### src/rtl/dwt97_seq_pkg.sv
// Shared types and helpers for the 9/7 DWT column sequencer.
// Widths and command legality are derived from the maximum tile side.
package dwt97_seq_pkg;

    typedef enum logic [1:0] {
        IDLE,
        STREAM,
        FLUSH
    } state_t;

    function automatic int calc_ww(input int max_side);
        return $clog2(max_side / 2 + 1);
    endfunction

    function automatic int calc_hw(input int max_side);
        return $clog2(max_side + 1);
    endfunction

    // A frame needs at least one pair per line and two lines for the column filter.
    function automatic logic cfg_legal(input int width, input int height,
                                       input int max_side);
        return (width != 0) && (height >= 2) &&
               (width <= max_side / 2) && (height <= max_side);
    endfunction

endpackage

### src/rtl/dwt97_line_counter.sv
// Column/row position counter with wrap at line end and frame end.
// Shared by the real-frame and flush-frame phases of the sequencer.
module dwt97_line_counter #(
    parameter int WW = 9,
    parameter int HW = 10
) (
    input  logic          clk,
    input  logic          rst,
    input  logic          clear,
    input  logic          advance,
    input  logic [WW-1:0] width,
    input  logic [HW-1:0] height,
    output logic [WW-1:0] col,
    output logic [HW-1:0] row,
    output logic          last_col,
    output logic          last_row
);

    assign last_col = (col == width - WW'(1));
    assign last_row = (row == height - HW'(1));

    always_ff @(posedge clk or posedge rst) begin
        if (rst) begin
            col <= '0;
            row <= '0;
        end else if (clear) begin
            col <= '0;
            row <= '0;
        end else if (advance) begin
            if (last_col) begin
                col <= '0;
                row <= last_row ? '0 : row + HW'(1);
            end else begin
                col <= col + WW'(1);
            end
        end
    end

endmodule

### src/rtl/dwt97_column_sequencer.sv
// Frame sequencer ahead of the column 9/7 DWT: tags pairs with sof/eol.
// Define DWT97_SEQ_FLUSH_EN to append a zero-data flush frame after each frame.
module dwt97_column_sequencer
    import dwt97_seq_pkg::*;
#(
    parameter int DataWidth       = 16,
    parameter int MaximumSideSize = 512,
    parameter int FlushLines      = 8,
    localparam int WW = calc_ww(MaximumSideSize),
    localparam int HW = calc_hw(MaximumSideSize)
) (
    input  logic                   clk_i,
    input  logic                   rst_i,
    input  logic                   cfg_valid_i,
    output logic                   cfg_ready_o,
    input  logic [WW-1:0]          cfg_width_i,
    input  logic [HW-1:0]          cfg_height_i,
    output logic                   s_ready_o,
    input  logic                   s_valid_i,
    input  logic [2*DataWidth-1:0] s_data_i,
    input  logic                   m_ready_i,
    output logic                   m_valid_o,
    output logic                   m_sof_o,
    output logic                   m_eol_o,
    output logic [2*DataWidth-1:0] m_data_o,
    output logic                   busy_o,
    output logic                   frame_done_o,
    output logic                   cfg_err_o
);

    state_t        state;
    logic [WW-1:0] width_q;
    logic [HW-1:0] height_q;
    logic [HW-1:0] row_limit;
    logic [WW-1:0] col;
    logic [HW-1:0] row;
    logic          last_col;
    logic          last_row;
    logic          hs;
    logic          last_beat;
    logic          legal;

`ifdef DWT97_SEQ_FLUSH_EN
    assign row_limit = (state == FLUSH) ? HW'(FlushLines) : height_q;
`else
    assign row_limit = height_q;
`endif

    assign legal     = cfg_legal(int'(cfg_width_i), int'(cfg_height_i),
                                 MaximumSideSize);
    assign hs        = m_valid_o & m_ready_i;
    assign last_beat = hs & last_col & last_row;
    assign busy_o    = (state != IDLE);

    dwt97_line_counter #(
        .WW(WW),
        .HW(HW)
    ) u_cnt (
        .clk      (clk_i),
        .rst      (rst_i),
        .clear    (state == IDLE),
        .advance  (hs),
        .width    (width_q),
        .height   (row_limit),
        .col      (col),
        .row      (row),
        .last_col (last_col),
        .last_row (last_row)
    );

    always_comb begin
        cfg_ready_o = 1'b0;
        s_ready_o   = 1'b0;
        m_valid_o   = 1'b0;
        m_sof_o     = 1'b0;
        m_eol_o     = 1'b0;
        m_data_o    = '0;
        unique case (state)
            IDLE: cfg_ready_o = 1'b1;
            STREAM: begin
                m_valid_o = s_valid_i;
                s_ready_o = m_ready_i;
                m_data_o  = s_data_i;
                m_sof_o   = (col == '0) && (row == '0);
                m_eol_o   = last_col;
            end
`ifdef DWT97_SEQ_FLUSH_EN
            FLUSH: begin
                m_valid_o = 1'b1;
                m_sof_o   = (col == '0) && (row == '0);
                m_eol_o   = last_col;
            end
`endif
            default: ;
        endcase
    end

    always_ff @(posedge clk_i or posedge rst_i) begin
        if (rst_i) begin
            state        <= IDLE;
            width_q      <= '0;
            height_q     <= '0;
            frame_done_o <= 1'b0;
            cfg_err_o    <= 1'b0;
        end else begin
            frame_done_o <= 1'b0;
            cfg_err_o    <= 1'b0;
            unique case (state)
                IDLE: begin
                    if (cfg_valid_i) begin
                        if (legal) begin
                            width_q  <= cfg_width_i;
                            height_q <= cfg_height_i;
                            state    <= STREAM;
                        end else begin
                            cfg_err_o <= 1'b1;
                        end
                    end
                end
                STREAM: begin
                    if (last_beat) begin
`ifdef DWT97_SEQ_FLUSH_EN
                        state <= FLUSH;
`else
                        state        <= IDLE;
                        frame_done_o <= 1'b1;
`endif
                    end
                end
`ifdef DWT97_SEQ_FLUSH_EN
                FLUSH: begin
                    if (last_beat) begin
                        state        <= IDLE;
                        frame_done_o <= 1'b1;
                    end
                end
`endif
                default: state <= IDLE;
            endcase
        end
    end

endmodule

### config.mk
export PLATFORM = sky130hd
export DESIGN_NAME = dwt97_column_sequencer
export DESIGN_NICKNAME = d
export VERILOG_FILES = /design/src/rtl/dwt97_seq_pkg.sv /design/src/rtl/dwt97_line_counter.sv /design/src/rtl/dwt97_column_sequencer.sv
export SDC_FILE = /design/constraint.sdc
export NUM_CORES = 1
export LEC_CHECK = 0
export ABC_AREA = 0
export CAP_MARGIN = 5
export CORE_MARGIN = 2
export CORE_UTILIZATION = 50
export DETAILED_ROUTE_END_ITERATION = 10
export PLACE_DENSITY = 0.84
export SYNTH_ARGS = -nofsm -noshare
export SYNTH_HDL_FRONTEND = slang
export SYNTH_HIERARCHICAL = 1
export SYNTH_SLANG_ARGS = --single-unit
### constraint.sdc
create_clock -name clk_i -period 5.35 [get_ports clk_i]
set_input_delay 1.3375 -clock clk_i [delete_from_list [all_inputs] [get_ports clk_i]]
set_output_delay 1.3375 -clock clk_i [all_outputs]
set_load 0.01 [all_outputs]
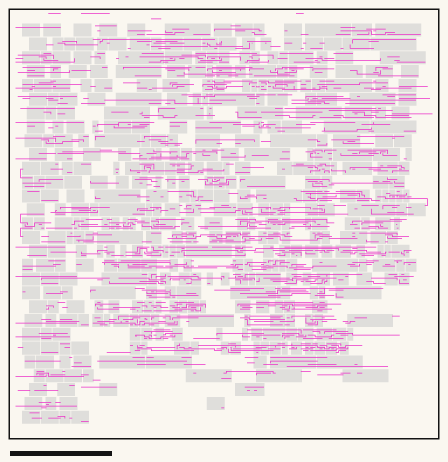
Figure 1: run 1, the metal 1 layer.
Bar = 20 um.
share of all routed wire = 40%
nets with wire on the layer = 452
main direction = horizontal
longest straight run = 23.5 um

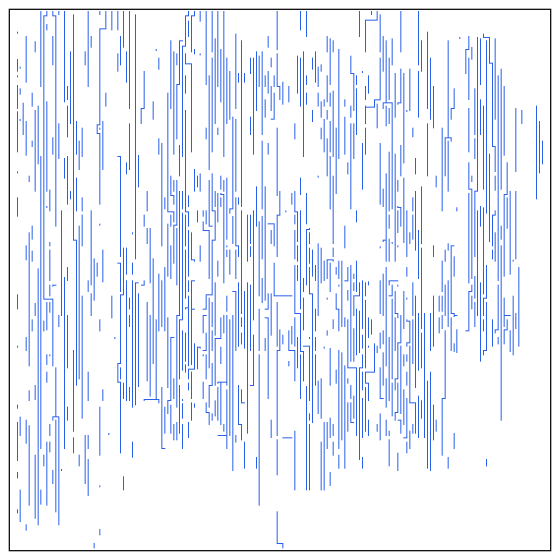
Figure 2: run 1, met2 routing.
wire length on this layer = 4450 um
nets with wire on the layer = 446
longest straight run = 45.6 um
main direction = vertical
share of all routed wire = 52%

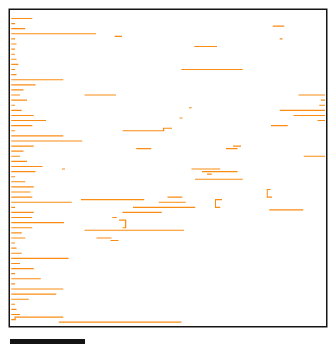
Figure 3: run 1, met3 routing.
Bar = 20 um.
longest straight run = 32.4 um
main direction = horizontal
share of all routed wire = 6.7%
wire length on this layer = 577 um
nets with wire on the layer = 92

run 1: cells by family after synthesis:
kind of cell,share of synthesized area (%)
buf+inv,4.708
compound gates,16.65
simple gates,32.18
mux,7.004
flops,31.91
fa+ha+maj,1.556
xor+xnor,5.992
run 1: path summary, 6_finish.rpt:
check / end / slack (ns) / cells after the start
min in group asynchronous: u_cnt/row[7] / 1.51 / 2
max in group asynchronous: frame_done_o / 3.29 / 2
hold / removal: height_q[9] / 0.54 / 1
setup reg to reg: u_cnt/col[2] / 2.32 / 8
hold reg to reg: height_q[9] / 0.54 / 1
setup / recovery: m_eol_o / 1.09 / 10
run 1: state kept, by name, summed over array words and instances (netlist names):
name	flops
cfg_err_o	1
frame_done_o	1
height_q	10
state	1
u_cnt/col	9
u_cnt/row	10
width_q	9
run 1: power by group:
part           internal (mW)  leakage, nW  total (mW)  switching (mW)
clock                 0.0900       0.0439       0.199           0.109
sequential             0.409        0.485       0.595           0.186
combinational          0.410         1.11       0.781           0.371
run 1: worst register-to-register path: cells and delay by family, from the launching register on:
family                   cells  cell delay (ns)
AND/OR/NAND/NOR              4             1.06
adder cells (fa/ha/maj)      1             0.24
AND-OR/OR-AND                2             1.05
flip-flops                   1             0.46
buffers and inverters        1             0.11
run 1: routing by layer:
layer  share of wire [%]  vias to the layer above  GRT usage (%)
met5                   0                        -              0
met4                 1.8                        0          8.944
met3                 6.7                       11          5.703
met2                  52                      125          44.44
met1                  40                     1485          30.28
li1                    -                     1507              -
run 1: cell type report:
cell class	count	area (sq um)	area share [%]
clock buffer	5	68.82	1.608
sequential	41	1026	23.97
inverter	14	52.55	1.228
timing repair buffer	99	980.9	22.92
multi-input combinational	288	2038	47.62
clock inverter	3	17.52	0.4092
tap	77	96.34	2.251
==> CHANGELOG.md, run 1 <==
### Changed

- Vias per cell: 5.935
- Initial DRC count: 173
- # fillers: 511
- Cell area after synthesis: 3216 sq um
- PwrDens: 367.8 nW/um^2
- CTS Hold Bufs: 0
- Cycle use final: 79.69%
- Dpl cells: 519
- Worst-path clk slew: 0.08 ns
- Slowest cell on crit path: clkdlybuf4s50_1
- Count of library flops with an enable pin: 0
- Hold_sp: height_q[9]
- Final hold slack: 0.5383 ns
- Commonest flop: dfrtp_1
- Top area contributor share: 31.91%
- Critical path cell sequence: inv_1 -> ha_1 -> nor2b_1 -> or3_1 -> a31oi_1 -> nand4_1 -> buf_4 -> nor2_1 -> and2_1 -> clkdlybuf4s50_1
- Vias in the first global route: 3174
- Count leader, synth: dfrtp_1
- Pre-CTS setup slack: 1.434 ns
- Share of layout cells above drive strength 1: 10.22%
- Layout net count: 509
- Wirelength per Cell: 16.30 um
- Post-Synthesis Cells: 361
- Area delta synth->final: 33.11%
- Clock skew: 0.006103 ns
- Syn Nets: 421
- Post-synth ARST share: 100.0%
- Yosys cell count: 361
- Flops after synth: 41
- Outcome: finished clean
- Die W: 84.20 um
- PortBufs: 95
- TritonCTS Buffers: 5
- Setup ws final: 1.087 ns
- Most common library cells after synthesis: dfrtp_1 (41), and2_1 (35), nor2_1 (22)
- Power Total: 1.574 mW
- GRT Util Overall: 25.25%
- Unique cell types: 60
- Worst-path maximum fanout: 17
- Worst skew pair latency: 0.29 ns
- Worst slew margin: 23.74%
- Slowest stage delay, CP: 0.54 ns
- Core area: 6277 sq um
- Via count: 3128
- Antenna Violating Nets Remaining: 0
- Worst Tran Pin Value: 1.134 ns
- Post-DP HPWL: 6533 um
- Worst path buffer plus inverter count: 3
- Layout Cells excl Fill: 527
- Syn Area/Cell: 8.907 sq um
- IO Pins: 96
- H-tree Lvls: 2
- Max-Cap Viols: 0
- Setup bufs post-CTS: 0
- Type of destination of the critical path: output pin
- Slew Viols, Final: 0
- Largest cells by area: dfrtp_1 (32%), and2_1 (6.8%), xnor2_1 (4.9%), mux2_4 (4.2%), o21ai_0 (3.0%)
- Max Freq: 0.2346 GHz
- Sum Neg Setup Slack: 0 ns
- Root Driver: clkbuf_8
- Remaining DRCs: 0
- Cell taking the most area after synthesis: dfrtp_1
- Tool warnings: 26
Figure 4. The clock network (run 1).
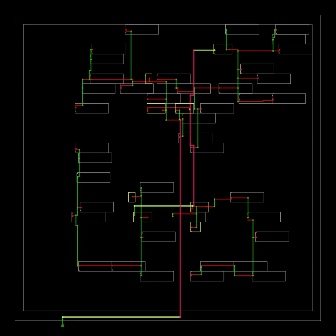

## Run 2: what changed since run 1
--- a/config.mk
+++ b/config.mk
@@ -8,9 +8,9 @@
 export ABC_AREA = 0
 export CAP_MARGIN = 5
 export CORE_MARGIN = 2
-export CORE_UTILIZATION = 50
+export CORE_UTILIZATION = 43
 export DETAILED_ROUTE_END_ITERATION = 10
-export PLACE_DENSITY = 0.84
+export PLACE_DENSITY = 0.77
 export SYNTH_ARGS = -nofsm -noshare
 export SYNTH_HDL_FRONTEND = slang
 export SYNTH_HIERARCHICAL = 1
==> constraint.sdc (replaced) <==
create_clock -name clk_i -period 3.7 [get_ports clk_i]
set_input_delay 0.925 -clock clk_i [delete_from_list [all_inputs] [get_ports clk_i]]
set_output_delay 0.925 -clock clk_i [all_outputs]
set_load 0.01 [all_outputs]
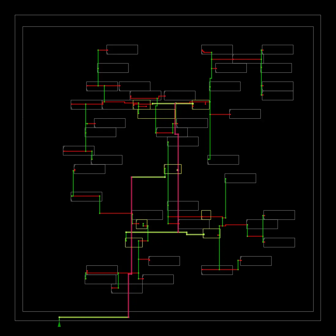
Figure 5: run 2, the clock network.
worst skew pair latency: 0.30 ns
clock sinks: 41

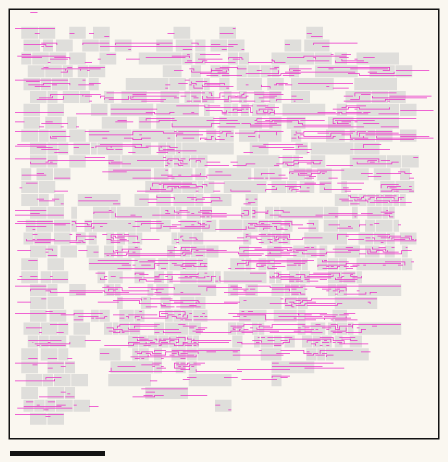
Figure 6: run 2, the metal 1 layer.
Bar = 20 um.
main direction = horizontal
wire length on this layer = 3790 um
share of all routed wire = 42%
longest straight run = 28.1 um
nets with wire on the layer = 455

==> run 2 against run 1 <==
- flip-flop count unchanged
- power rose by 52%
- via count grew 1.2%
- cell count up 4.7%
- final area is 2.1% higher
- sequential share of layout area is 0.49 points lower
- highest routed layer unchanged
==> CHANGELOG.md, run 2 <==
### Changed

- Cell area after synthesis: 3216 sq um (unchanged)
- Top area contributor share: 31.91% (unchanged)
- YS chip area: 3216 sq um
- Post-Synthesis Cells: 361 (unchanged)
- Cell taking the most area after synthesis: dfrtp_1
- Reg2reg start: width_q[0]
- Setup ws final: 0.4145 ns (-0.6722 ns)
- Slowest cell on crit path: dfrtp_1
- CTS Hold Bufs: 0 (unchanged)
- Layout net count: 512 (+0.59%)
- PortBufs: 95 (unchanged)
- Worst-path clk slew: 0.09 ns (about the same)
- Clk power: 0.374 mW (+88%)
- Vias in the first global route: 3121 (-1.7%)
- Init Core Util: 44.33%
- Worst-path maximum fanout: 6 (-11)
- Combinational share of power: 49.0% (-0.6 points)
- Post-DP HPWL: 6685 um (+2.3%)
- Core area: 7253 sq um (+16%)
- Remaining DRCs: 0 (unchanged)
- GRT Util Overall: 21.97% (-3.3 points)
- Tool warnings: 26 (unchanged)
- FF-to-FF setup slack: 0.73 ns (-1.59 ns)
- Syn Area/Cell: 8.907 sq um (unchanged)
- Largest cells by area: dfrtp_1 (32%), and2_1 (6.8%), xnor2_1 (4.9%), mux2_4 (4.2%), o21ai_0 (3.0%)
- # fillers: 630 (+23%)
- Synth Seq Share: 31.91%
- Clock skew: 0.009160 ns (+0.003058 ns)
- Reg2reg path depth: 8 (unchanged)
- Slowest stage delay, CP: 0.38 ns (-0.16 ns)
- Max Freq: 0.3044 GHz
- CP arrival: 2.36 ns
- Slew Viols, Final: 0 (unchanged)
- Initial DRC count: 166 (-4.0%)
- NetSw: 0.9918 mW (+49%)
- Root Driver: clkbuf_8
- Worst slew margin: 24.85% (+1.1 points)
- Outcome: finished clean
- Hold depth: 1 (unchanged)
- Sum Neg Setup Slack: 0 ns (unchanged)
- Int Pwr: 1.406 mW (+55%)
- Hold_sp: height_q[9]
- Switching share of total power: 41.35% (-0.90 points)
- Leakage: 1.681 nW
- YS warnings: 6
- PwrDens: 548.7 nW/um^2 (+49%)
- Final setup vio count: 0
- Worst Tran Pin Value: 1.118 ns (-0.01654 ns)
- TritonCTS Buffers: 5 (unchanged)
- Unique cell types: 60 (unchanged)
- IO Pins: 96 (unchanged)
- Wirelength per Cell: 16.22 um (-0.49%)
- Count of library flops with an enable pin: 0 (unchanged)
- Critical path cell sequence: inv_1 -> ha_1 -> nor2b_1 -> or3_1 -> a31oi_2 -> nand4_1 -> nor2_2 -> and2_1 -> dlymetal6s2s_1
- Type of destination of the critical path: output pin
- Combinational power: 1.18 mW (+51%)
- Commonest flop: dfrtp_1
- Post-synth ARST share: 100.0% (unchanged)
- Sequential share of power: 35.4% (-2.4 points)
- Most common library cells after synthesis: dfrtp_1 (41), and2_1 (35), nor2_1 (22)
- Share of layout cells above drive strength 1: 11.26% (+1.0 points)
- Count leader, synth: dfrtp_1
- Top power group: combinational cells
- Share of total power in the clock network: 15.6% (+3.0 points)
- Reg2Reg Capture Point: u_cnt/col[2]
- Die W: 90.48 um (+7.5%)
- Yosys cell count: 361 (unchanged)
- Antenna Violating Nets Remaining: 0 (unchanged)
- Via count: 3164 (+1.2%)
- Hold WC Path Type: flip-flop to flip-flop
- Top Layout Cells: clkdlybuf4s50_1 (94), dfrtp_1 (41), and2_1 (35), nor2_1 (21), o21ai_0 (19)
- Worst path buffer plus inverter count: 2 (-1)
- Pre-CTS setup slack: 0.2933 ns (-1.140 ns)
- Final hold slack: 0.5391 ns (+0.0008780 ns)
- H-tree Lvls: 2 (unchanged)
- Power dissipated in sequential cells: 0.848 mW (+43%)
- Power Total: 2.398 mW (+52%)
- Flops after synth: 41 (unchanged)
- Cycle use final: 88.80%
- Max-Cap Viols: 0 (unchanged)
- Biggest regs: height_q: 10 flops, u_cnt/row: 10 flops
- Syn Nets: 421 (unchanged)
- Vias per cell: 5.732 (-3.4%)
- Min-Delay Endpoint: height_q[9]
- Area delta synth->final: 35.91%
run 2: timing repair:
item                       in CTS  in global routing
pin swaps                       0                  2
setup buffers                   1                  0
setup endpoints to repair       1                  1
resized                         1                  2
run 2: cell families after synthesis:
| logic type | after synthesis | synth area share, % |
|---|---|---|
| AOI/OAI and AO/OA | 76 | 16.65 |
| adders and majority gates | 4 | 1.556 |
| and+or+nand+nor | 169 | 32.18 |
| xor gates and xnor gates | 22 | 5.992 |
| buffers and inverters | 32 | 4.708 |
| DFF | 41 | 31.91 |
| muxes | 17 | 7.004 |
run 2: metal layers:
metal | global-route usage [%] | part of all wire [%]
met1 | 26.67 | 42
met2 | 39.05 | 50
met3 | 5.259 | 6.8
met5 | 0 | 0
met4 | 5.385 | 1.1
run 2: area by class of cell:
class	instances	area, sq um	share of cell area [%]
well taps	99	123.9	2.834
inverters	14	52.55	1.202
clock inverters	3	46.29	1.059
flip-flops and latches	41	1026	23.48
repair buffers	102	1006	23.02
multi-input cells	288	2047	46.84
clock buffers	5	68.82	1.575
run 2: worst max path at each step:
stage | startpoint | endpoint | depth (start not counted)
after floorplan | width_q[0] | m_eol_o | 9
after global placement | width_q[0] | m_eol_o | 9
after detailed placement | width_q[0] | m_eol_o | 9
after CTS | width_q[1] | m_eol_o | 9
after global routing | width_q[0] | m_eol_o | 9
final | width_q[0] | m_eol_o | 9
run 2: metrics by stage:
step	std cells	area, sq um	util, %
floorplan	361	3216	-
global placement	543	4237	58.41
detailed placement	543	4237	58.41
CTS	552	4362	60.13
global route	552	4370	60.26
finish	552	4370	60.26
Power is estimated from default activity; no workload was simulated.
